`src/rtl/bilinear_pkg.sv`:
```
// Shared types and elaboration-time helpers for the bilinear upscaler.
// Latency: n/a (package only).
// Backpressure: n/a (package only).
//
// Contents: scan FSM state enum, fixed-point step function, width helpers
// and default geometry so the datapath and the sequencer agree on widths.
package bilinear_pkg;

   // Default geometry (overridable per instance).
   localparam int H_IN_D    = 256;
   localparam int W_IN_D    = 256;
   localparam int H_OUT_D   = 1024;
   localparam int W_OUT_D   = 1024;
   localparam int CHANNEL_D = 3;
   localparam int FRAC_W_D  = 8;
   localparam int ADDR_W_D  = 18;

   typedef enum logic [1:0] {
      IDLE = 2'd0,
      RUN  = 2'd1,
      DONE = 2'd2
   } scan_state_e;

   // Width able to index 0..n-1, never narrower than one bit.
   function automatic int width_of(input int n);
      return (n > 1) ? $clog2(n) : 1;
   endfunction

   // Source-coordinate increment per output step, FRAC_W fractional bits.
   function automatic int calc_step(input int n_in, input int n_out, input int frac_w);
      return (n_in << frac_w) / n_out;
   endfunction

   localparam int X_OUT_W_D = width_of(W_OUT_D);
   localparam int Y_OUT_W_D = width_of(H_OUT_D);
   localparam int CH_W_D    = width_of(CHANNEL_D);
   localparam int X_IN_W_D  = width_of(W_IN_D);
   localparam int Y_IN_W_D  = width_of(H_IN_D);

endpackage

```
`src/rtl/bilinear_axis_step.sv`:
```
// One axis of the source-coordinate walk: fixed-point accumulator split into
// integer neighbours (idx0, clamped idx1) and fractional weight.
// Latency: outputs are combinational and describe the accumulator value that
// will be held after the coming clock edge; backpressure: none, the caller
// only pulses advance/clear when its own request is accepted.
//
// Ports:
//   clk_i, rst_ni  clock, async active-low reset (accumulator -> 0)
//   clear_i        zero the accumulator (has priority over advance_i)
//   advance_i      add STEP to the accumulator
//   idx0_o         integer part of the next accumulator value
//   idx1_o         idx0_o + 1, clamped to N_IN-1
//   frac_o         fractional part of the next accumulator value
module bilinear_axis_step
   import bilinear_pkg::*;
#(
   parameter int N_IN   = 256,
   parameter int N_OUT  = 1024,
   parameter int FRAC_W = 8,
   parameter int IDX_W  = width_of(N_IN)
) (
   input  logic              clk_i,
   input  logic              rst_ni,
   input  logic              clear_i,
   input  logic              advance_i,
   output logic [IDX_W-1:0]  idx0_o,
   output logic [IDX_W-1:0]  idx1_o,
   output logic [FRAC_W-1:0] frac_o
);

   localparam int ACC_W = IDX_W + FRAC_W;
   localparam logic [ACC_W-1:0] STEP     = ACC_W'(calc_step(N_IN, N_OUT, FRAC_W));
   localparam logic [IDX_W-1:0] IDX_LAST = IDX_W'(N_IN - 1);

   logic [ACC_W-1:0] acc_q, acc_d;

   // The largest value ever reached is (N_OUT-1)*STEP, which stays below
   // N_IN<<FRAC_W, so the integer part never exceeds N_IN-1.
   always_comb begin
      acc_d = acc_q;
      if (clear_i) begin
         acc_d = '0;
      end else if (advance_i) begin
         acc_d = acc_q + STEP;
      end
   end

   always_ff @(posedge clk_i or negedge rst_ni) begin
      if (!rst_ni) begin
         acc_q <= '0;
      end else begin
         acc_q <= acc_d;
      end
   end

   // Exposing the next value lets the caller register the neighbour indices
   // in the same edge as the rest of the request, keeping start latency at 1.
   assign idx0_o = acc_d[ACC_W-1:FRAC_W];
   assign idx1_o = (idx0_o == IDX_LAST) ? idx0_o : idx0_o + IDX_W'(1);
   assign frac_o = acc_d[FRAC_W-1:0];

endmodule

```
`src/rtl/bilinear_scan_ctrl.sv`:
```
// Raster sequencer for the bilinear upscaler: one request (4 neighbour
// addresses + fx/fy) per output pixel channel, channel innermost.
// Latency: first request valid the cycle after an accepted start, then one
// request per cycle; backpressure: all request fields hold while !req_ready_i.
//
// Optional build macro SCAN_PERF_EN adds stall_cnt_o (32-bit count of cycles
// with req_valid_o && !req_ready_i; cleared on start, saturating).
//
// Ports:
//   clk_i, rst_ni      clock, async active-low reset
//   start_i            begin a frame (sampled only in IDLE)
//   busy_o, done_o     frame in progress / one-cycle end-of-frame pulse
//   req_valid_o        request handshake valid, req_ready_i accept
//   x_out_o, y_out_o   output pixel coordinate, ch_o channel index
//   addr00..addr11_o   source addresses (y0,x0),(y0,x1),(y1,x0),(y1,x1)
//   fx_o, fy_o         horizontal / vertical fractional weights
//   last_o             current request is the final one of the frame
module bilinear_scan_ctrl
   import bilinear_pkg::*;
#(
   parameter int H_IN    = H_IN_D,
   parameter int W_IN    = W_IN_D,
   parameter int H_OUT   = H_OUT_D,
   parameter int W_OUT   = W_OUT_D,
   parameter int CHANNEL = CHANNEL_D,
   parameter int FRAC_W  = FRAC_W_D,
   parameter int ADDR_W  = ADDR_W_D
) (
   input  logic                         clk_i,
   input  logic                         rst_ni,
   input  logic                         start_i,
   output logic                         busy_o,
   output logic                         done_o,
   output logic                         req_valid_o,
   input  logic                         req_ready_i,
   output logic [width_of(W_OUT)-1:0]   x_out_o,
   output logic [width_of(H_OUT)-1:0]   y_out_o,
   output logic [width_of(CHANNEL)-1:0] ch_o,
   output logic [ADDR_W-1:0]            addr00_o,
   output logic [ADDR_W-1:0]            addr01_o,
   output logic [ADDR_W-1:0]            addr10_o,
   output logic [ADDR_W-1:0]            addr11_o,
   output logic [FRAC_W-1:0]            fx_o,
   output logic [FRAC_W-1:0]            fy_o,
   output logic                         last_o
`ifdef SCAN_PERF_EN
   ,
   output logic [31:0]                  stall_cnt_o
`endif
);

   localparam int X_W  = width_of(W_OUT);
   localparam int Y_W  = width_of(H_OUT);
   localparam int CH_W = width_of(CHANNEL);
   localparam int XI_W = width_of(W_IN);
   localparam int YI_W = width_of(H_IN);

   localparam logic [X_W-1:0]    X_LAST  = X_W'(W_OUT - 1);
   localparam logic [Y_W-1:0]    Y_LAST  = Y_W'(H_OUT - 1);
   localparam logic [CH_W-1:0]   CH_LAST = CH_W'(CHANNEL - 1);
   localparam logic [ADDR_W-1:0] ROW_MUL = ADDR_W'(W_IN * CHANNEL);
   localparam logic [ADDR_W-1:0] COL_MUL = ADDR_W'(CHANNEL);

   scan_state_e state_q, state_d;

   logic [X_W-1:0]    x_q, x_d;
   logic [Y_W-1:0]    y_q, y_d;
   logic [CH_W-1:0]   ch_q, ch_d;
   logic              vld_q, vld_d;
   logic              busy_q, busy_d;
   logic              done_q, done_d;
   logic              last_q, last_d;
   logic [FRAC_W-1:0] fx_q, fx_d, fy_q, fy_d;
   logic [ADDR_W-1:0] a00_q, a00_d, a01_q, a01_d, a10_q, a10_d, a11_q, a11_d;

   logic              hs;
   logic              load;
   logic              x_clr, x_adv, y_clr, y_adv;
   logic [XI_W-1:0]   x0_n, x1_n;
   logic [YI_W-1:0]   y0_n, y1_n;
   logic [FRAC_W-1:0] fx_n, fy_n;

   // Both multipliers are elaboration constants, so these reduce to
   // shift-and-add trees rather than general multipliers.
   function automatic logic [ADDR_W-1:0] pix_addr(input logic [YI_W-1:0] row,
                                                  input logic [XI_W-1:0] col,
                                                  input logic [CH_W-1:0] chn);
      return ADDR_W'(row) * ROW_MUL + ADDR_W'(col) * COL_MUL + ADDR_W'(chn);
   endfunction

   bilinear_axis_step #(
      .N_IN   (W_IN),
      .N_OUT  (W_OUT),
      .FRAC_W (FRAC_W),
      .IDX_W  (XI_W)
   ) u_axis_x (
      .clk_i     (clk_i),
      .rst_ni    (rst_ni),
      .clear_i   (x_clr),
      .advance_i (x_adv),
      .idx0_o    (x0_n),
      .idx1_o    (x1_n),
      .frac_o    (fx_n)
   );

   bilinear_axis_step #(
      .N_IN   (H_IN),
      .N_OUT  (H_OUT),
      .FRAC_W (FRAC_W),
      .IDX_W  (YI_W)
   ) u_axis_y (
      .clk_i     (clk_i),
      .rst_ni    (rst_ni),
      .clear_i   (y_clr),
      .advance_i (y_adv),
      .idx0_o    (y0_n),
      .idx1_o    (y1_n),
      .frac_o    (fy_n)
   );

   assign hs = vld_q && req_ready_i;

   always_comb begin
      state_d = state_q;
      x_d     = x_q;
      y_d     = y_q;
      ch_d    = ch_q;
      vld_d   = vld_q;
      busy_d  = busy_q;
      done_d  = 1'b0;
      last_d  = last_q;
      fx_d    = fx_q;
      fy_d    = fy_q;
      a00_d   = a00_q;
      a01_d   = a01_q;
      a10_d   = a10_q;
      a11_d   = a11_q;
      load    = 1'b0;
      x_clr   = 1'b0;
      x_adv   = 1'b0;
      y_clr   = 1'b0;
      y_adv   = 1'b0;

      case (state_q)
         IDLE: begin
            if (start_i) begin
               state_d = RUN;
               x_d     = '0;
               y_d     = '0;
               ch_d    = '0;
               x_clr   = 1'b1;
               y_clr   = 1'b1;
               vld_d   = 1'b1;
               busy_d  = 1'b1;
               load    = 1'b1;
            end
         end
         RUN: begin
            if (hs) begin
               if (last_q) begin
                  state_d = DONE;
                  vld_d   = 1'b0;
                  busy_d  = 1'b0;
                  done_d  = 1'b1;
                  last_d  = 1'b0;
               end else begin
                  load = 1'b1;
                  if (ch_q == CH_LAST) begin
                     ch_d = '0;
                     if (x_q == X_LAST) begin
                        x_d   = '0;
                        x_clr = 1'b1;
                        y_d   = y_q + Y_W'(1);
                        y_adv = 1'b1;
                     end else begin
                        x_d   = x_q + X_W'(1);
                        x_adv = 1'b1;
                     end
                  end else begin
                     ch_d = ch_q + CH_W'(1);
                  end
               end
            end
         end
         DONE: begin
            state_d = IDLE;
         end
         default: begin
            state_d = IDLE;
         end
      endcase

      // Axis outputs already reflect this cycle's clear/advance, so the
      // whole request is captured coherently in one edge.
      if (load) begin
         fx_d   = fx_n;
         fy_d   = fy_n;
         a00_d  = pix_addr(y0_n, x0_n, ch_d);
         a01_d  = pix_addr(y0_n, x1_n, ch_d);
         a10_d  = pix_addr(y1_n, x0_n, ch_d);
         a11_d  = pix_addr(y1_n, x1_n, ch_d);
         last_d = (ch_d == CH_LAST) && (x_d == X_LAST) && (y_d == Y_LAST);
      end
   end

   always_ff @(posedge clk_i or negedge rst_ni) begin
      if (!rst_ni) begin
         state_q <= IDLE;
         x_q     <= '0;
         y_q     <= '0;
         ch_q    <= '0;
         vld_q   <= 1'b0;
         busy_q  <= 1'b0;
         done_q  <= 1'b0;
         last_q  <= 1'b0;
         fx_q    <= '0;
         fy_q    <= '0;
         a00_q   <= '0;
         a01_q   <= '0;
         a10_q   <= '0;
         a11_q   <= '0;
      end else begin
         state_q <= state_d;
         x_q     <= x_d;
         y_q     <= y_d;
         ch_q    <= ch_d;
         vld_q   <= vld_d;
         busy_q  <= busy_d;
         done_q  <= done_d;
         last_q  <= last_d;
         fx_q    <= fx_d;
         fy_q    <= fy_d;
         a00_q   <= a00_d;
         a01_q   <= a01_d;
         a10_q   <= a10_d;
         a11_q   <= a11_d;
      end
   end

   assign busy_o      = busy_q;
   assign done_o      = done_q;
   assign req_valid_o = vld_q;
   assign x_out_o     = x_q;
   assign y_out_o     = y_q;
   assign ch_o        = ch_q;
   assign addr00_o    = a00_q;
   assign addr01_o    = a01_q;
   assign addr10_o    = a10_q;
   assign addr11_o    = a11_q;
   assign fx_o        = fx_q;
   assign fy_o        = fy_q;
   assign last_o      = last_q;

`ifdef SCAN_PERF_EN
   logic [31:0] stall_q, stall_d;

   // Only counts while a request is actually offered; since req_valid is
   // low after done the value naturally holds until the next start.
   always_comb begin
      stall_d = stall_q;
      if (state_q == IDLE && start_i) begin
         stall_d = '0;
      end else if (vld_q && !req_ready_i && (stall_q != '1)) begin
         stall_d = stall_q + 32'd1;
      end
   end

   always_ff @(posedge clk_i or negedge rst_ni) begin
      if (!rst_ni) begin
         stall_q <= '0;
      end else begin
         stall_q <= stall_d;
      end
   end

   assign stall_cnt_o = stall_q;
`endif

endmodule

```
`config.mk`:
```
export PLATFORM = sky130hd
export DESIGN_NAME = bilinear_scan_ctrl
export DESIGN_NICKNAME = d
export VERILOG_FILES = /design/src/rtl/bilinear_pkg.sv /design/src/rtl/bilinear_axis_step.sv /design/src/rtl/bilinear_scan_ctrl.sv
export SDC_FILE = /design/constraint.sdc
export NUM_CORES = 1
export LEC_CHECK = 0
export ABC_AREA = 1
export CORE_MARGIN = 3
export CORE_UTILIZATION = 57
export CTS_CLUSTER_DIAMETER = 60
export DETAILED_ROUTE_END_ITERATION = 16
export PLACE_DENSITY = 0.81
export SYNTH_ARGS = -nofsm -noshare
export SYNTH_HDL_FRONTEND = slang
export SYNTH_HIERARCHICAL = 1
export SYNTH_SLANG_ARGS = --single-unit
```
`constraint.sdc`:
```
create_clock -name clk_i -period 5.8 [get_ports clk_i]
set_input_delay 1.16 -clock clk_i [delete_from_list [all_inputs] [get_ports clk_i]]
set_output_delay 1.16 -clock clk_i [all_outputs]
set_load 0.01 [all_outputs]
```
==> images/placement.png <==
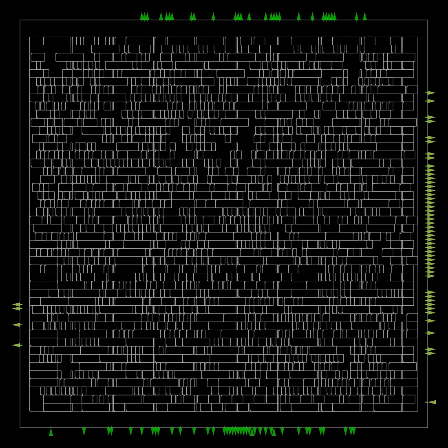
Seq cells: 131
# fillers: 1320
fin cells: 1758
CORE AREA: 16200 um2
sequential portion of the cell area: 27.5%

==> images/sizes.png <==
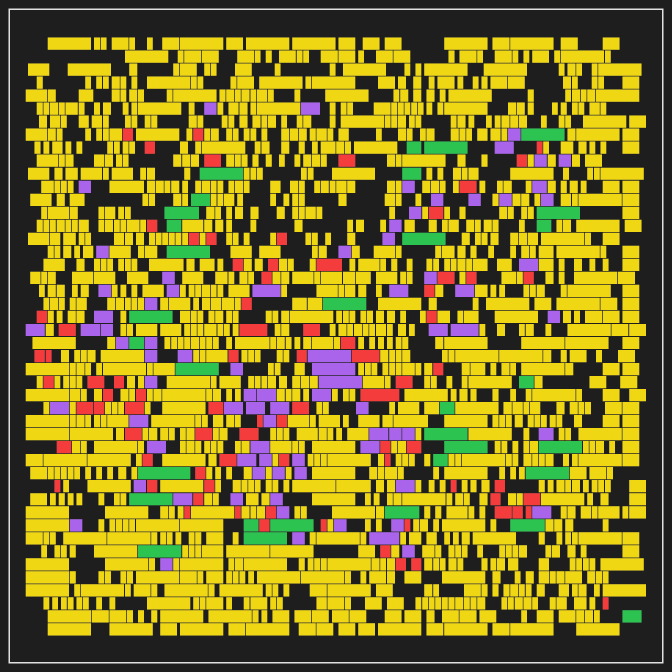
Red stands for _2 cells, cells 80, most used nand2_2. Yellow stands for _0 and _1 cells, cells 1350, most used nand2_1. Green stands for _6 and larger, cells 32, most used clkbuf_16. Purple stands for _3 and _4 cells, cells 80, most used buf_4.
area grow syn2layout: 23.2%
fin area: 11900 um2
final setup margin: 0.404 ns
Buffers, non-clock: 164

==> images/flops_by_reg.png <==
Bar = 50 um. Other sequential cells in the stronger gray, the rest of the logic in the fainter gray.
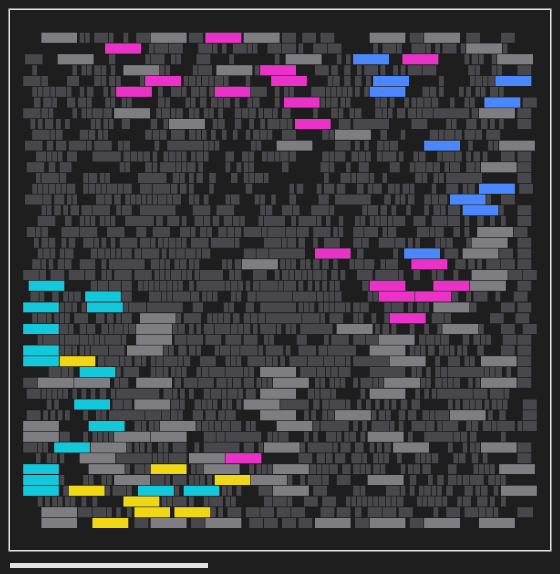
Cyan stands for u_axis_y/acc_q, flops 16. Magenta stands for addr01_o, flops 18. Blue stands for addr11_o, flops 10, where top right. Yellow stands for fx_o, flops 8, where bottom left.
fin util: 73.4%
sequential power: 1.19 mW
Flop area: 3280 um2

==> images/clk_routes.png <==
Bar = 50 um.
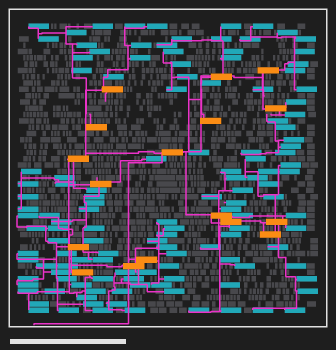
Orange stands for clock drivers, count 17. Cyan stands for flip-flops, count 131. Magenta stands for clock wires, length 1830 um.
There are 18 routed clock nets.
clock skew: 0.00986 ns
clock network fraction of total power: 31.6%

==> images/metal_density.png <==
The die is cut into 27 by 27 equal tiles; dark blue is low, red is high, scaled to the fullest tile. Values are wire area over tile area, all layers added.
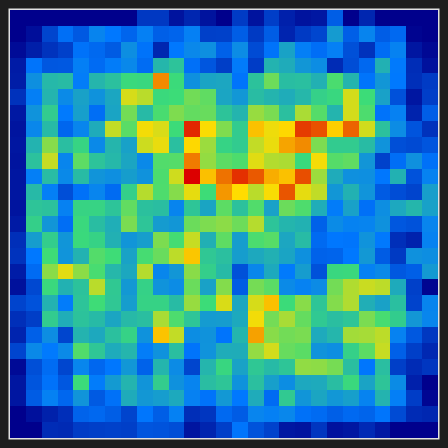
The mean over all tiles is 0.24. 3.7% of the tiles are nearly empty. 21% of the tiles are over half the peak. The densest ninth of the die: middle.
WL final: 27.0 mm
WL/cell: 15.4 um

==> Slide: Implementation Results <==
Synthesis and Place & Route Summary

Status
  – Status: finished clean

Power
  – Power Clock: 1.07 mW
  – Switch share: 35.8%
  – Sequential Power Share: 35.0%
  – Total chip power: 3.40 mW

Worst hold path
  – Worst hold path class: register to register
  – WHS Endpoint: fy_o[4]
  – Worst hold path cell count: 2
  – Hold_sp: fy_o[4]

Route
  – Vias per cell: 5.40
  – Vias: 9485
  – Number of routed nets with antenna violations: 0

Clock network
  – H-tree levels: 4
  – Sink Count: 131
  – CTS root buf: clkbuf_16
  – Clock Path Buffers: 2
  – CTS clk-pin slew, worst paths: 0.07 ns

Finish
  – Clock buffers: 17
  – Combinational gate area: 5580 um2

Yosys
  – Synth area leaders: dfrtp_1, nand2_1, nand3_1, ha_1, inv_1
  – Fraction of registers with async set/reset: 100%
  – YS warnings: 6
  – Ys cells: 1382
  – Mapped Area: 9660 um2
  – Cell Type Count: 43

Worst setup path
  – CP top delay family: simple AND/OR/NAND/NOR gates
  – Worst Path Buf+Inv: 7
  – Worst Path Arrival: 5.71 ns
  – FF-to-FF End: addr11_o[16]
  – Worst reg2reg path depth: 38

Floorplan
  – Tapcells: 216
  – Die Y: 136 um

Final timing
  – Hold WS: 0.469 ns
  – Slew HR: 48.3%
  – Final setup viols: 0
  – Final Cycle Share: 93.0%

Placement
  – DP Worst Slack: -0.135 ns
  – IO Port Bufs: 117
  – Placed insts: 1725

Global route
  – Initial antenna violation count: 0
  – Number of global-route vias before repair: 9128
  – Largest net degree at the start of global routing: 83
  – GRT Util Overall: 30.3%

Flow run
  – OpenROAD warnings: 30
-- worst reg2reg max path: cells and delay by family, from the launching register on --
kind	cells	cell delay, ns
and+or+nand+nor	26	2.50
adders and majority gates	4	1.03
buffers and inverters	6	0.55
DFF	1	0.45
AOI/OAI and AO/OA	1	0.15
xor gates and xnor gates	1	0.12
-- registers in the layout (all words and copies together) (netlist names), 2 cells and up --
name / cells
x_out_o: 10
addr11_o: 10
fx_o: 8
y_out_o: 10
ch_o: 2
addr10_o: 10
u_axis_x/acc_q: 16
state_q: 2
fy_o: 8
u_axis_y/acc_q: 16
addr00_o: 18
addr01_o: 18
-- layer usage --
layer  vias to the layer above  wire (um)  track usage, %
met5                         -          0               0
met4                         0        637            10.4
met3                        60       2090            6.18
met2                       336      12500            48.3
met1                      4361      11800            41.3
li1                       4728          -               -
-- timing repair --
action                                  4_1_cts  5_1_grt
endpoints found under the setup margin        0       12
gates resized                                 0       11
hold buffers                                  0        0
buffers inserted                              0        1
-- cells in the final DEF (no fill, tap or decap), drive strengths merged, types with 7 or more instances in the layout --
| master | synthesis | layout |
|---|---|---|
| a21oi | 35 | 35 |
| buf | 28 | 48 |
| clkbuf | 8 | 17 |
| clkdlybuf4s50 | 0 | 116 |
| dfrtp | 131 | 131 |
| ha | 50 | 50 |
| inv | 174 | 184 |
| nand2 | 489 | 489 |
| nand3 | 185 | 185 |
| nand3b | 10 | 10 |
| nand4 | 31 | 31 |
| nor2 | 132 | 132 |
| nor3 | 18 | 18 |
| o21ai | 35 | 35 |
| or2 | 7 | 7 |
| xnor2 | 11 | 11 |
-- kinds of logic after synthesis --
logic type / Yosys count / share of synthesized area [%]
buf+inv: 212 / 9.06
compound gates: 94 / 5.54
fa+ha+maj: 56 / 7.72
flops: 131 / 33.9
xor+xnor: 17 / 1.70
simple gates: 872 / 42.1
Power is estimated from default activity; no workload was simulated.
